**Routing congestion map**

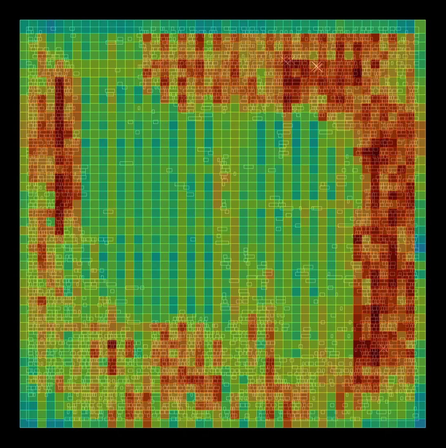
**Sequential cells grouped by signal name**

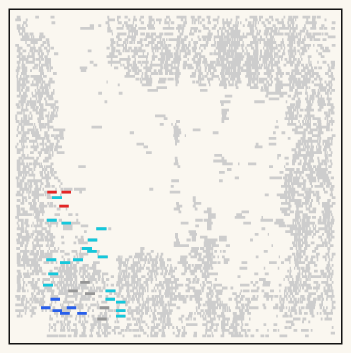
**Supply network**

Pins as bars on the die edge. Tap cells in gray.
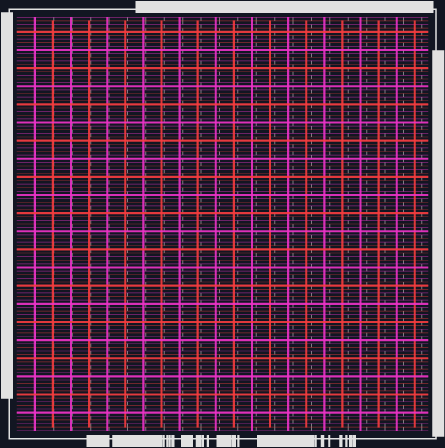
===== src/rtl/prf_arb_pkg.sv =====
`default_nettype none
// ============================================================================
// Module  : prf_arb_pkg
// Brief   : Shared widths and operand-request type for the PRF read arbiter
//           and the issue queues that feed it.
// Rev     : 1.0  initial release
// ============================================================================
package prf_arb_pkg;

    localparam int PRF_REQ_COUNT    = 4;
    localparam int PRF_MAX_OPERANDS = 3;
    localparam int PRF_PRN_BITS     = 6;
    localparam int PRF_INST_ID_BITS = 6;
    localparam int PRF_WB_PORTS     = 4;
    localparam int PRF_DATA_BITS    = 64;

    // Architectural zero register when ZERO_PRN_EN is defined.
    localparam int ZERO_PRN = 0;

    typedef struct packed {
        logic                    en;
        logic [PRF_PRN_BITS-1:0] prn;
    } opnd_req_t;

endpackage
`default_nettype wire


===== src/rtl/rr_arbiter.sv =====
`default_nettype none
// ============================================================================
// Module  : rr_arbiter
// Brief   : Round-robin one-hot arbiter; scan starts at i_ptr and the next
//           pointer is one past the winner.
// Rev     : 1.0  initial release
// ============================================================================
module rr_arbiter #(
    parameter int REQ_COUNT = 4,
    parameter int PTR_W     = (REQ_COUNT > 1) ? $clog2(REQ_COUNT) : 1
) (
    input  logic [REQ_COUNT-1:0] i_req,
    input  logic [PTR_W-1:0]     i_ptr,
    output logic [REQ_COUNT-1:0] o_gnt,
    output logic [PTR_W-1:0]     o_gnt_idx,
    output logic                 o_gnt_valid,
    output logic [PTR_W-1:0]     o_next_ptr
);

    function automatic logic [PTR_W-1:0] rot_idx(input logic [PTR_W-1:0] base,
                                                 input int off);
        int s;
        s = int'(base) + off;
        if (s >= REQ_COUNT) s = s - REQ_COUNT;
        return PTR_W'(s);
    endfunction

    always_comb begin
        o_gnt_valid = 1'b0;
        o_gnt_idx   = '0;
        for (int i = 0; i < REQ_COUNT; i++) begin
            if (!o_gnt_valid && i_req[rot_idx(i_ptr, i)]) begin
                o_gnt_valid = 1'b1;
                o_gnt_idx   = rot_idx(i_ptr, i);
            end
        end
    end

    assign o_gnt      = o_gnt_valid ? (REQ_COUNT'(1) << o_gnt_idx) : '0;
    assign o_next_ptr = (o_gnt_idx == PTR_W'(REQ_COUNT - 1)) ? '0
                                                             : o_gnt_idx + PTR_W'(1);

endmodule
`default_nettype wire


===== src/rtl/prf_read_arbiter.sv =====
`default_nettype none
// ============================================================================
// Module  : prf_read_arbiter
// Brief   : Shares the PRF read ports among issue queues round-robin and
//           returns bypassed operand data one cycle after the grant.
//           Optional macro ZERO_PRN_EN makes PRN 0 a hardwired zero.
// Rev     : 1.0  initial release
// ============================================================================
module prf_read_arbiter
    import prf_arb_pkg::*;
#(
    parameter int REQ_COUNT    = PRF_REQ_COUNT,
    parameter int MAX_OPERANDS = PRF_MAX_OPERANDS,
    parameter int PRN_BITS     = PRF_PRN_BITS,
    parameter int INST_ID_BITS = PRF_INST_ID_BITS,
    parameter int WB_PORTS     = PRF_WB_PORTS
) (
    input  logic                                        clk,
    input  logic                                        rst_n,
    input  logic                                        flush,
    input  logic [REQ_COUNT-1:0]                        req_valid,
    input  logic [REQ_COUNT-1:0][INST_ID_BITS-1:0]      req_tag,
    input  logic [REQ_COUNT-1:0][MAX_OPERANDS-1:0]      req_en,
    input  logic [REQ_COUNT-1:0][MAX_OPERANDS-1:0][PRN_BITS-1:0] req_prn,
    output logic [REQ_COUNT-1:0]                        gnt,
    output logic [MAX_OPERANDS-1:0]                     prf_read_enable,
    output logic [MAX_OPERANDS-1:0][PRN_BITS-1:0]       prf_read_prn,
    input  logic [MAX_OPERANDS-1:0][PRF_DATA_BITS-1:0]  prf_rdata,
    input  logic [WB_PORTS-1:0]                         wb_valid,
    input  logic [WB_PORTS-1:0][PRN_BITS-1:0]           wb_prn,
    input  logic [WB_PORTS-1:0][PRF_DATA_BITS-1:0]      wb_data,
    output logic [REQ_COUNT-1:0]                        rsp_valid,
    output logic [INST_ID_BITS-1:0]                     rsp_tag,
    output logic [MAX_OPERANDS-1:0][PRF_DATA_BITS-1:0]  rsp_data
);

    localparam int PTR_W = (REQ_COUNT > 1) ? $clog2(REQ_COUNT) : 1;

    logic [REQ_COUNT-1:0]          w_req_live;
    logic [REQ_COUNT-1:0]          w_gnt;
    logic [PTR_W-1:0]              w_gnt_idx;
    logic                          w_gnt_valid;
    logic [PTR_W-1:0]              w_next_ptr;
    logic [PTR_W-1:0]              r_rr_ptr;

    logic                          r_stage_valid;
    logic [PTR_W-1:0]              r_stage_req;
    logic [INST_ID_BITS-1:0]       r_stage_tag;
    opnd_req_t [MAX_OPERANDS-1:0]  r_stage_opnd;
    logic                          w_rsp_live;

    // Holding reset or flush hides every request, so no grant can leak out.
    assign w_req_live = (rst_n && !flush) ? req_valid : '0;

    rr_arbiter #(
        .REQ_COUNT (REQ_COUNT),
        .PTR_W     (PTR_W)
    ) u_rr_arbiter (
        .i_req       (w_req_live),
        .i_ptr       (r_rr_ptr),
        .o_gnt       (w_gnt),
        .o_gnt_idx   (w_gnt_idx),
        .o_gnt_valid (w_gnt_valid),
        .o_next_ptr  (w_next_ptr)
    );

    assign gnt = w_gnt;

    always_ff @(posedge clk or negedge rst_n) begin
        if (!rst_n) begin
            r_rr_ptr <= '0;
        end else if (w_gnt_valid) begin
            r_rr_ptr <= w_next_ptr;
        end
    end

    generate
        for (genvar o = 0; o < MAX_OPERANDS; o++) begin : g_rd_issue
            logic w_rd_zero;
`ifdef ZERO_PRN_EN
            assign w_rd_zero = (req_prn[w_gnt_idx][o] == PRN_BITS'(ZERO_PRN));
`else
            assign w_rd_zero = 1'b0;
`endif
            assign prf_read_enable[o] = w_gnt_valid && req_en[w_gnt_idx][o] && !w_rd_zero;
            assign prf_read_prn[o]    = w_gnt_valid ? req_prn[w_gnt_idx][o] : '0;
        end
    endgenerate

    always_ff @(posedge clk or negedge rst_n) begin
        if (!rst_n) begin
            r_stage_valid <= 1'b0;
            r_stage_req   <= '0;
            r_stage_tag   <= '0;
            r_stage_opnd  <= '0;
        end else begin
            r_stage_valid <= w_gnt_valid;
            if (w_gnt_valid) begin
                r_stage_req <= w_gnt_idx;
                r_stage_tag <= req_tag[w_gnt_idx];
                for (int o = 0; o < MAX_OPERANDS; o++) begin
                    r_stage_opnd[o].en  <= req_en[w_gnt_idx][o];
                    r_stage_opnd[o].prn <= PRF_PRN_BITS'(req_prn[w_gnt_idx][o]);
                end
            end
        end
    end

    assign w_rsp_live = r_stage_valid && !flush;
    assign rsp_valid  = w_rsp_live ? (REQ_COUNT'(1) << r_stage_req) : '0;
    assign rsp_tag    = w_rsp_live ? r_stage_tag : '0;

    generate
        for (genvar o = 0; o < MAX_OPERANDS; o++) begin : g_rsp
            logic [PRN_BITS-1:0]      w_stage_prn;
            logic                     w_stage_zero;
            logic                     w_byp_hit;
            logic [PRF_DATA_BITS-1:0] w_byp_data;

            assign w_stage_prn = PRN_BITS'(r_stage_opnd[o].prn);
`ifdef ZERO_PRN_EN
            assign w_stage_zero = (w_stage_prn == PRN_BITS'(ZERO_PRN));
`else
            assign w_stage_zero = 1'b0;
`endif

            // Lowest-numbered matching writeback port wins; this also picks up
            // a PRF write that lands in the same cycle as the read.
            always_comb begin
                w_byp_hit  = 1'b0;
                w_byp_data = '0;
                for (int w = 0; w < WB_PORTS; w++) begin
                    if (!w_byp_hit && wb_valid[w] && (wb_prn[w] == w_stage_prn)) begin
                        w_byp_hit  = 1'b1;
                        w_byp_data = wb_data[w];
                    end
                end
            end

            assign rsp_data[o] = (!w_rsp_live || !r_stage_opnd[o].en || w_stage_zero) ? '0 :
                                 w_byp_hit ? w_byp_data : prf_rdata[o];
        end
    endgenerate

endmodule
`default_nettype wire


===== config.mk =====
export PLATFORM = sky130hd
export DESIGN_NAME = prf_read_arbiter
export DESIGN_NICKNAME = d
export VERILOG_FILES = /design/src/rtl/prf_arb_pkg.sv /design/src/rtl/rr_arbiter.sv /design/src/rtl/prf_read_arbiter.sv
export SDC_FILE = /design/constraint.sdc
export NUM_CORES = 1
export LEC_CHECK = 0
export ABC_AREA = 1
export CAP_MARGIN = 30
export CORE_AREA = 5 5 314 316
export DETAILED_ROUTE_END_ITERATION = 6
export DIE_AREA = 0 0 319 321
export GPL_ROUTABILITY_DRIVEN = 0
export PLACE_DENSITY = 0.46
export SYNTH_ARGS = -nofsm -noshare
export SYNTH_HDL_FRONTEND = slang
export SYNTH_SLANG_ARGS = --single-unit

===== constraint.sdc =====
create_clock -name clk -period 2.4 [get_ports clk]
set_input_delay 0.48 -clock clk [delete_from_list [all_inputs] [get_ports clk]]
set_output_delay 0.48 -clock clk [all_outputs]
set_load 0.005 [all_outputs]

==> summary.txt <==
Item: results of the latest flow run.

- In the layout the tool counted multi-input logic cells amounting to 1880.
- The share of the Yosys chip area taken by registers is 0.0663.
- The worst-case vdd ir drop is 0.00126 V.
- The flow ran to the end, but the final reports show violations.
- Along the worst path, the maximum fanout reaches 7.
- Row generation in the floorplan step produced 114 rows.
- Combinational power for this build is between 20 and 30 mW.
- The clock root buffer is clkbuf_16.
- After filler insertion, the fill cell instance count of the layout stands at 10300.
- The path type of the worst setup path is reg -> out.
- The most critical min-delay path falls under in -> async.
- The floorplan net count is 3000.
- The largest single stage delay on the critical path is 0.50 ns.
- The beginning of the critical path is g_rsp[0].w_stage_prn[1]$_DFFE_PN0N_.
- Post-synth the commonest register cell is dfrtp_1.
- In the power breakdown, the internal column shows 15.7 mW.
- The number of gates resized after CTS was 1702.
- Setup slack on the worst path after placement came out at -1.69 ns.
- The clock latency on the worst-skew pair is 0.28 ns.
- The post-placement cell area is around 25000 µm².
- The final hold slack is between 0.2 and 0.25 ns.
- The clock passes through at most 2 buffers.
- The final clock period utilization by the worst path is 1.36.
- The combinational cell fraction of total power is 0.933.
- Per the post-run analysis, buffers plus inverters along the critical path come to 8.
- The report lists the cells along the critical path as nand2_1 -> nand3_2 -> a211oi_2 -> buf_4 -> and2b_2 -> buf_6 -> nor2_4 -> buf_12 -> buf_12 -> buf_16 -> buf_12 -> buf_6 -> a21oi_2 -> o21ai_1 -> nor2_1 -> nor2_1 -> buf_2.
- In this run the tools logged warnings totalling 32.
- The library cell used most frequently in the layout, excluding fill and tap cells, is clkdlybuf4s50_1.
- The heaviest power group is combinational logic.
- The static leakage power is ~15 nW.
- The cell taking the most area after synthesis is nor2_1.
- The TritonCTS clock tree is done.
- The worst reg-to-reg setup slack is -0.20 ns.
- After synthesis, the most frequently instantiated cells are nor2_1 (543), nand2_1 (319), a21oi_1 (318).
- In this run, the synthesized area fraction spent on AND-OR/OR-AND gates is recorded as 0.360.
- Detailed routing placed a total of 63.7 mm of wire on met2.
- The endpoint required time on the critical path is ~1.9 ns.
- Compared with the post-synthesis result, the final layout area differs by 171%.
- The number of maximum-capacitance violations recorded for the run is 0.
- Averaged over all synthesized cells, the footprint is around 5.0 µm².
- The routed design uses 9.57 mm of met3 wire.
- The area share of the leading cell type in the synthesized netlist is 0.169.
- The clock period minus worst slack is around 3.3 ns.
- CTS saw 32 sinks.
- In the final timing run, aggregate negative setup slack is -154.75 ns.
- The uppermost layer routed is met5.
- The most area-hungry cell class in the final design is non-clock buffers.
- The net switching fraction of the power is 0.482.
- The number of distinct library cell variants in the gate-level netlist after synthesis is 49.
- The post-route non-filler standard cell count is 5132.
- The number of enable-type register cells in the synthesized netlist is 0.
- The final routed DRC violation total is 11.
- The clock tree buffer count of the final layout is 7.
- The final-report setup violation count is 232.
- The yosys-reported design area after synthesis is between 10000 and 15000 µm².
- The per-cell routed wire length is between 20 and 30 µm.
- Setup repair after global routing could not meet its margin everywhere.
- The final reports fail on DRC, setup timing.
- The count of nets left with antenna violations once routing finished came out at 0.
- Per the layout report, the design carries 1585 non-clock buffers.
- The cell with the most instances after synthesis is nor2_1.
- The power report puts the net switching power at roughly 15 mW.
- The clock network fraction of design power is 0.022.
- Clock network power for this build is 0.668 mW.
- The TritonCTS buffer count is 5.
- In this run the number of cells on the critical path is 17.
- In the post-route report, total wirelength is listed as 129 mm.
- By instance count after routing, the leading logic cell types are clkdlybuf4s50_1 (566), nor2_1 (412), buf_4 (397).
- The most numerous cell type found on the critical path is buf_12.
- The design has 32 sequential cells.
- The end point of the critical path is rsp_data[58].
- The least setup slack across all paths after layout is -0.868 ns.
- The warning tally printed by Yosys for this design is 0.
- The synthesized-area fraction occupied by xor and xnor cells is 0.00507.
- The post-cts hold buffer count is 0.
- In this run the cell area of the synthesized design comes to roughly 12000 µm².
- Of the total power, registers draw 0.045.
- Grouping stages by cell kind, the critical path spends the most delay in buffers and inverters.
- The multi-input gate share of total cell area is 0.386.
- Synthesis inferred 32 register bits.
- The synthesis report gives the async set-or-reset register share as 1.00.
- The transition time recorded at the tightest slew-check pin is 0.502 ns.
- The number of flip-flops under the largest register name is 18.
- The terminus of the critical flop-to-flop path is r_stage_opnd[20]$_DFFE_PN0N_.
- The power density of the placed cells is 929 nW/µm².
Notes on 'routing congestion map' above:
GR Util met2: 0.421
highest-utilization routing layer at the global route stage: met2
Global Route Usage Sum: 0.233
utilization after layout: 0.342
met3 Usage GRT: 0.0452

Notes on 'sequential cells grouped by signal name' above:
g_rsp.w_stage_prn -> cyan  # flops 18, where lower left
r_stage_tag -> blue  # flops 6, where lower left
r_stage_opnd -> red  # flops 3
not colored = 5
power consumed by sequential cells: 1.37 mW
register area: 816 µm²
share of cell area taken by flip-flops and latches: 0.0249

Notes on 'supply network' above:
VSS -> magenta
VDD -> red
signal pins = 818
met4 straps = 22
met1 rails = 115
met5 straps = 22
rows = 114
Std-Cell Core Area: 95700 µm²
Chip Width: 319 µm

Power is estimated from default activity; no workload was simulated.
